File: src/rtl/slot_pkg.sv
// Shared types, widths and the seven-segment table for the slot reel display.
package slot_pkg;

    localparam int unsigned DIGIT_W = 4;
    localparam int unsigned SEG_W   = 7;
    localparam int unsigned CNT_W   = 16;

    typedef enum logic [1:0] {
        IDLE,
        SPIN,
        SETTLE,
        HOLD
    } state_t;

    // gfedcba, active-high, indexed by digit 0..9
    localparam logic [SEG_W-1:0] SEG_LUT [10] = '{
        7'h3F, 7'h06, 7'h5B, 7'h4F, 7'h66,
        7'h6D, 7'h7D, 7'h07, 7'h7F, 7'h6F
    };

    // Segment pattern for a digit; non-decimal codes blank the display.
    function automatic logic [SEG_W-1:0] seg_of(input logic [DIGIT_W-1:0] d);
        logic [SEG_W-1:0] s;
        s = '0;
        if (d <= DIGIT_W'(9)) s = SEG_LUT[d];
        return s;
    endfunction

    // Target codes 10..15 cannot be reached by a reel, so map them to 0.
    function automatic logic [DIGIT_W-1:0] clamp_digit(input logic [DIGIT_W-1:0] d);
        return (d > DIGIT_W'(9)) ? '0 : d;
    endfunction

endpackage

File: src/rtl/slot_reels_if.sv
// Button/target inputs and display/status outputs of the reel controller.
interface slot_reels_if #(
    parameter int unsigned NUM_REELS = 4
);
    logic                                   spin;
    logic [slot_pkg::DIGIT_W*NUM_REELS-1:0] target;
    logic [slot_pkg::DIGIT_W*NUM_REELS-1:0] digit;
    logic [slot_pkg::SEG_W*NUM_REELS-1:0]   seg;
    logic [NUM_REELS-1:0]                   locked;
    logic                                   busy;
    logic                                   result_valid;

    modport master (
        output spin, target,
        input  digit, seg, locked, busy, result_valid
    );

    modport slave (
        input  spin, target,
        output digit, seg, locked, busy, result_valid
    );
endinterface

File: src/rtl/slot_reel.sv
// One reel: down-counting digit, lock flag and the lock-on-target compare.
module slot_reel
    import slot_pkg::*;
#(
    parameter int unsigned IDX           = 0,
    parameter int unsigned STAGGER_TICKS = 5
) (
    input  logic               clk,
    input  logic               rst_n,
    input  logic               tick,
    input  logic               roll_en,
    input  logic               settle,
    input  logic               clear,
    input  logic [CNT_W-1:0]   tick_cnt,
    input  logic [DIGIT_W-1:0] tgt,
    output logic [DIGIT_W-1:0] digit,
    output logic               locked,
    output logic               lock_next_c
);

    localparam int unsigned ELIG = IDX * STAGGER_TICKS;

    logic eligible_c;
    logic lock_hit_c;

    // tick_cnt >= ELIG, written as +1 > ELIG so reel 0 does not fold to a constant
    assign eligible_c  = ({1'b0, tick_cnt} + (CNT_W+1)'(1)) > (CNT_W+1)'(ELIG);
    assign lock_hit_c  = settle & tick & ~locked & eligible_c & (digit == tgt);
    assign lock_next_c = locked | lock_hit_c;

    // Digit rolls 9..0 on each tick unless locked, locking now, or frozen.
    always_ff @(posedge clk or negedge rst_n) begin
        if (!rst_n) begin
            digit  <= DIGIT_W'(9);
            locked <= 1'b0;
        end else begin
            locked <= clear ? 1'b0 : lock_next_c;
            if (tick && roll_en && !locked && !lock_hit_c)
                digit <= (digit == '0) ? DIGIT_W'(9) : digit - DIGIT_W'(1);
        end
    end

endmodule

File: src/rtl/slot_reels.sv
// Multi-reel slot display: prescaler, spin synchroniser, sequencing FSM and reels.
module slot_reels
    import slot_pkg::*;
#(
    parameter int unsigned NUM_REELS     = 4,
    parameter int unsigned TICK_DIV      = 70,
    parameter int unsigned SPIN_TICKS    = 20,
    parameter int unsigned HOLD_TICKS    = 50,
    parameter int unsigned STAGGER_TICKS = 5
) (
    input  logic         clk,
    input  logic         rst_n,
    slot_reels_if.slave  bus
);

    localparam int unsigned PRESC_W = $clog2(TICK_DIV);

    logic [PRESC_W-1:0]           presc_q;
    logic                         tick_c;
    logic [2:0]                   sync_q;
    logic                         spin_edge_c;
    state_t                       state_q, state_n;
    logic [CNT_W-1:0]             cnt_q, cnt_n;
    logic                         latch_c;
    logic [DIGIT_W*NUM_REELS-1:0] tgt_q;
    logic [NUM_REELS-1:0]         lock_next_c;
    logic                         busy_q, rv_q;

    assign tick_c      = (presc_q == PRESC_W'(TICK_DIV - 1));
    assign spin_edge_c = sync_q[1] & ~sync_q[2];

    // Free-running roll-rate prescaler.
    always_ff @(posedge clk or negedge rst_n) begin
        if (!rst_n)      presc_q <= '0;
        else if (tick_c) presc_q <= '0;
        else             presc_q <= presc_q + PRESC_W'(1);
    end

    // Two-flop synchroniser plus the previous-value flop for edge detection.
    always_ff @(posedge clk or negedge rst_n) begin
        if (!rst_n) sync_q <= '0;
        else        sync_q <= {sync_q[1:0], bus.spin};
    end

    // Next state, phase tick counter and target latch strobe.
    always_comb begin
        state_n = state_q;
        cnt_n   = cnt_q;
        latch_c = 1'b0;
        case (state_q)
            IDLE: begin
                if (spin_edge_c) begin
                    state_n = SPIN;
                    cnt_n   = '0;
                end
            end
            SPIN: begin
                if (tick_c) begin
                    if (cnt_q == CNT_W'(SPIN_TICKS - 1)) begin
                        state_n = SETTLE;
                        cnt_n   = '0;
                        latch_c = 1'b1;
                    end else begin
                        cnt_n = cnt_q + CNT_W'(1);
                    end
                end
            end
            SETTLE: begin
                if (tick_c) begin
                    if (&lock_next_c) begin
                        state_n = HOLD;
                        cnt_n   = '0;
                    end else begin
                        cnt_n = cnt_q + CNT_W'(1);
                    end
                end
            end
            HOLD: begin
                if (tick_c) begin
                    if (cnt_q == CNT_W'(HOLD_TICKS - 1)) begin
                        state_n = IDLE;
                        cnt_n   = '0;
                    end else begin
                        cnt_n = cnt_q + CNT_W'(1);
                    end
                end
            end
            default: state_n = IDLE;
        endcase
    end

    // FSM state, counter and registered status flags.
    always_ff @(posedge clk or negedge rst_n) begin
        if (!rst_n) begin
            state_q <= IDLE;
            cnt_q   <= '0;
            busy_q  <= 1'b0;
            rv_q    <= 1'b0;
        end else begin
            state_q <= state_n;
            cnt_q   <= cnt_n;
            busy_q  <= (state_n != IDLE);
            rv_q    <= (state_n == HOLD);
        end
    end

    // Capture targets as SETTLE begins so later input changes cannot move the result.
    always_ff @(posedge clk or negedge rst_n) begin
        if (!rst_n) begin
            tgt_q <= '0;
        end else if (latch_c) begin
            for (int unsigned k = 0; k < NUM_REELS; k++)
                tgt_q[k*DIGIT_W +: DIGIT_W] <= clamp_digit(bus.target[k*DIGIT_W +: DIGIT_W]);
        end
    end

    for (genvar k = 0; k < NUM_REELS; k++) begin : g_reel
        slot_reel #(
            .IDX           (k),
            .STAGGER_TICKS (STAGGER_TICKS)
        ) u_reel (
            .clk         (clk),
            .rst_n       (rst_n),
            .tick        (tick_c),
            .roll_en     (state_q != HOLD),
            .settle      (state_q == SETTLE),
            .clear       (state_n == IDLE),
            .tick_cnt    (cnt_q),
            .tgt         (tgt_q[k*DIGIT_W +: DIGIT_W]),
            .digit       (bus.digit[k*DIGIT_W +: DIGIT_W]),
            .locked      (bus.locked[k]),
            .lock_next_c (lock_next_c[k])
        );
        assign bus.seg[k*SEG_W +: SEG_W] = seg_of(bus.digit[k*DIGIT_W +: DIGIT_W]);
    end

    assign bus.busy         = busy_q;
    assign bus.result_valid = rv_q;

endmodule

File: src/flat_wrapper.sv
// flat-port wrapper written by rule: the top's interface ports become plain ports
module slot_reels_flat import slot_pkg::*;
#(
    parameter int unsigned NUM_REELS     = 4,
    parameter int unsigned TICK_DIV      = 70,
    parameter int unsigned SPIN_TICKS    = 20,
    parameter int unsigned HOLD_TICKS    = 50,
    parameter int unsigned STAGGER_TICKS = 5
)
  (clk, rst_n, bus_spin, bus_target, bus_digit, bus_seg, bus_locked, bus_busy, bus_result_valid);
  slot_reels_if #(.NUM_REELS(NUM_REELS)) bus_i ();
  input  logic clk;
  input  logic rst_n;
  input wire logic [$bits(bus_i.spin)-1:0] bus_spin;
  input wire logic [$bits(bus_i.target)-1:0] bus_target;
  output wire logic [$bits(bus_i.digit)-1:0] bus_digit;
  output wire logic [$bits(bus_i.seg)-1:0] bus_seg;
  output wire logic [$bits(bus_i.locked)-1:0] bus_locked;
  output wire logic [$bits(bus_i.busy)-1:0] bus_busy;
  output wire logic [$bits(bus_i.result_valid)-1:0] bus_result_valid;
  assign bus_i.spin = bus_spin;
  assign bus_i.target = bus_target;
  assign bus_digit = bus_i.digit;
  assign bus_seg = bus_i.seg;
  assign bus_locked = bus_i.locked;
  assign bus_busy = bus_i.busy;
  assign bus_result_valid = bus_i.result_valid;
  slot_reels #(.NUM_REELS(NUM_REELS), .TICK_DIV(TICK_DIV), .SPIN_TICKS(SPIN_TICKS), .HOLD_TICKS(HOLD_TICKS), .STAGGER_TICKS(STAGGER_TICKS)) u_core (.clk(clk), .rst_n(rst_n), .bus(bus_i));
endmodule
File: config.mk
export PLATFORM = sky130hd
export DESIGN_NAME = slot_reels_flat
export DESIGN_NICKNAME = d
export VERILOG_FILES = /design/src/rtl/slot_pkg.sv /design/src/rtl/slot_reels_if.sv /design/src/rtl/slot_reel.sv /design/src/rtl/slot_reels.sv /design/src/flat_wrapper.sv
export SDC_FILE = /design/constraint.sdc
export NUM_CORES = 1
export LEC_CHECK = 0
export CAP_MARGIN = 30
export CELL_PAD_IN_SITES_DETAIL_PLACEMENT = 1
export CELL_PAD_IN_SITES_GLOBAL_PLACEMENT = 1
export CORE_UTILIZATION = 38
export CTS_CLUSTER_DIAMETER = 40
export DETAILED_ROUTE_END_ITERATION = 10
export GPL_ROUTABILITY_DRIVEN = 0
export GPL_TIMING_DRIVEN = 1
export PLACE_DENSITY_LB_ADDON = 0.15
export SYNTH_ARGS = -nofsm -noshare
export SYNTH_HDL_FRONTEND = slang
export SYNTH_SLANG_ARGS = --single-unit
File: constraint.sdc
create_clock -name clk -period 3.1 [get_ports clk]
set_input_delay 0.775 -clock clk [delete_from_list [all_inputs] [get_ports clk]]
set_output_delay 0.775 -clock clk [all_outputs]
set_load 0.03 [all_outputs]
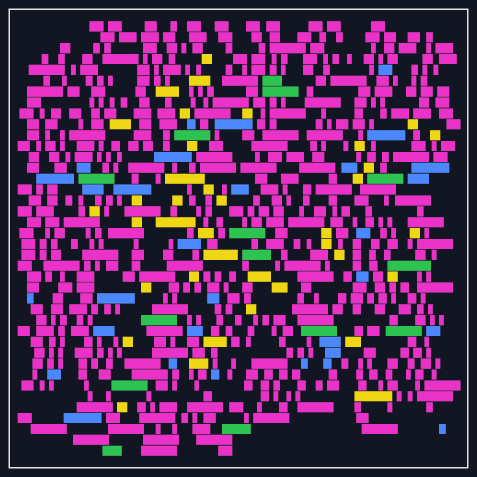
(cell sizes after repair)
(4 px per µm)
| colour | size | cells | share | most used |
|---|---|---|---|---|
| blue | _2 cells | 31 | 4.8% | dfstp_2 |
| green | _6 and larger | 14 | 2.2% | clkbuf_16 |
| magenta | _0 and _1 cells | 562 | 87% | nor2_1 |
| yellow | _3 and _4 cells | 38 | 5.9% | buf_4 |

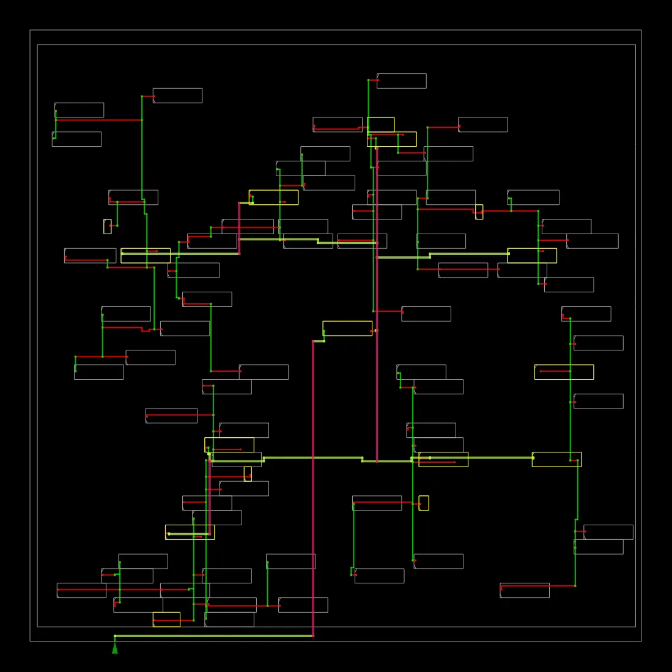
(the clock network)
TritonCTS Buffers: 9
flip-flop and latch count: 66

==> impl_metrics.yaml <==
# flow metrics
outcome:
  status: "finished clean"
min_path:
  hold_path_sink: "u_core.sync_q[1]"
  hold_start: "u_core.sync_q[0]"
  timing.hold.worst_path_depth: 0
detailed_routing:
  drt-initial-drc-count: 164
  routedWlPerCell_um: 17.1
  met2WireLength_um: 6960
  route.antenna.remaining_nets: 0
  postRouteWirelength_um: 13900
  first_pass_iters: 4
  drc_errors: 0
  detailroute.wirelength.met3_um: 342
  wl_met1_um: 6400
  via_per_inst: 5.46
synth:
  synth_compound_gate_area_share_pct: 22.0
  syn_inst: 569
  most_popular_library_cell_in_the_synthesized_design_by_count: "nor2_1"
  synthXorXnorAreaFrac_pct: 4.21
  arithmetic_cell_share_of_the_synthesized_area_counting_full_adders_half_adders_and_majority_gates_pct: 7.32
  main_flop_type_after_synthesis: "dfrtp_1"
  top_cells_by_area_in_the_synthesized_netlist: "dfrtp_1, ha_1, nor2_1"
  largest_area_cell: "dfrtp_1"
  synth.cell_area_mm2: 0.00479
  ys_area_mm2: 0.00479
  ys_seq_elements: 66
  synth.top_cells.by_count: "nor2_1, dfrtp_1, nand2_1"
  yosysUniqueCellTypes: 68
  post_synth.cell_area_avg_um2: 8.42
  logic_family: "simple AND/OR/NAND/NOR gates"
  synthSimpleGateAreaFrac_pct: 23.6
  mux_area_share_pct: 1.75
  synth_seq_share_pct: 34.7
  synthesis.nets: 616
  ys_warn_count: 0
  synthArstFlopShare_pct: 100
  yosysCellCount: 569
flow_run:
  stage_log_warnings: 48
  cap_viol_max_count: 0
setup_path:
  critical-path-top-delay-family: "buffers and inverters"
  endpoint_kind: "primary output"
  crit-reg2reg-capture: "u_core.cnt_q[14]"
  slowest_stage_cell_crit_path: "clkdlybuf4s50_1"
  timing.critical_path.from: "u_core.g_reel[1].u_reel.digit[0]"
  cpPeakStageDelay_ps: 670
  crit_required_ps: 2320
  startpoint_type: "flip-flop"
  cp_num_cells: 5
  worstSetupEndpoint: "bus_seg[8]"
  critPathBufInv: 2
  worstReg2RegStart: "u_core.presc_q[3]"
  ff2ff_setup_slack_ps: 210
  crit_chain: "inv_1, ha_2, o21a_1, nor2_1, clkdlybuf4s50_1"
  critPathMaxFanout: 5
cts:
  clkSlewWorstSetupHoldPaths_ps: 50
  clkSinkCount: 66
  ctsHoldBuffers: 0
  clock_latency_ps: 340
  cts-root-to-sink-buffers: 2
  post-cts-setup-buffer-count: 0
  h-tree-depth: 3
  cts_tree: "built"
  post_cts_resized: 22
placement:
  placed_cells_incl_taps: 797
  worst_setup_slack_post_dpl_ps: 143
  detailed_place.area_mm2: 0.00574
  dp_wirelength_um: 10000
  port_buffer_count: 68
final_timing:
  slew_headroom_pct: 52.6
  finalMaxSlewViolations: 0
  share_of_the_clock_period_used_by_the_worst_path_pct: 96.2
  setup_total_negative_slack_ps: 0
  worst-slew-pin-transition_ps: 711
  post-route-min-period_ps: 2980
  hold_ws_ps: 352
  max_freq_mhz: 335
  worst_path_setup_slack_after_routing_ps: 118
  setup_viol_count_final: 0
  final_worst_clock_skew_ps: 11.4
  hold_viol: 0
floorplan:
  die_w_um: 114
  floorplanUtilization_pct: 39.4
  ioPinCount: 69
  core_area_mm2: 0.0122
  die.size.y_um: 114
  core.rowCount: 40
layout:
  utilization_after_layout_pct: 49.8
  finalNonFillerCells: 813
  diodes: 0
  most-common-layout-cells: "nor2_1, dfrtp_1, nand2_1"
  biggestRegsByFlops: "u_core.cnt_q x16, u_core.g_reel.u_reel.digit x16, u_core.tgt_q x16"
  multiInputGateArea_mm2: 0.00286
  fillerInstances: 1464
  area_delta_synth_final_pct: 26.6
  postLayoutCellArea_mm2: 0.00606
  comb_area_share_pct: 47.1
  non_clock_inverter_count: 37
  final_net_count: 687
  flop_area_mm2: 0.00166
  non_clock_buffer_count: 95
  clockBufferCount: 14
  seq_area_share_pct: 27.4
  area_dominant_class: "multi-input combinational cells"
  clkCellAreaFrac_pct: 4.93
  final_common_cell: "nor2_1"
  post_route_cells_drive_above_1_share_pct: 12.9
global_route:
  grt_pass1_wl_um: 23800
  grt_antenna_before_repair: 0
  via_count_of_the_first_global_routing_pass: 4680
  overflow: 0
  gr-max-usage-layer: "met2"
  grt_util_met2_pct: 40.3
  globalRouteTotalUtil_pct: 23.1
power:
  p_sw_mw: 0.399
  internal_power_mw: 1.56
  power.largest_group: "clock"
  p_comb_share_pct: 2.6
  power_mw: 1.95
  max-vdd-ir-drop_mv: 0.253
  comb-power_mw: 0.0512
  pwr_density_cell_mw_per_mm2: 322
  power.share.switching_pct: 20.4
  p_seq_share_pct: 44.3
  pg_clk_mw: 1.04
  static-leakage-power_nw: 2.45
  seq_cell_power_mw: 0.865
  clock_power_share_pct: 53.1
No activity file was given, so power comes from the tool's default toggle rates.
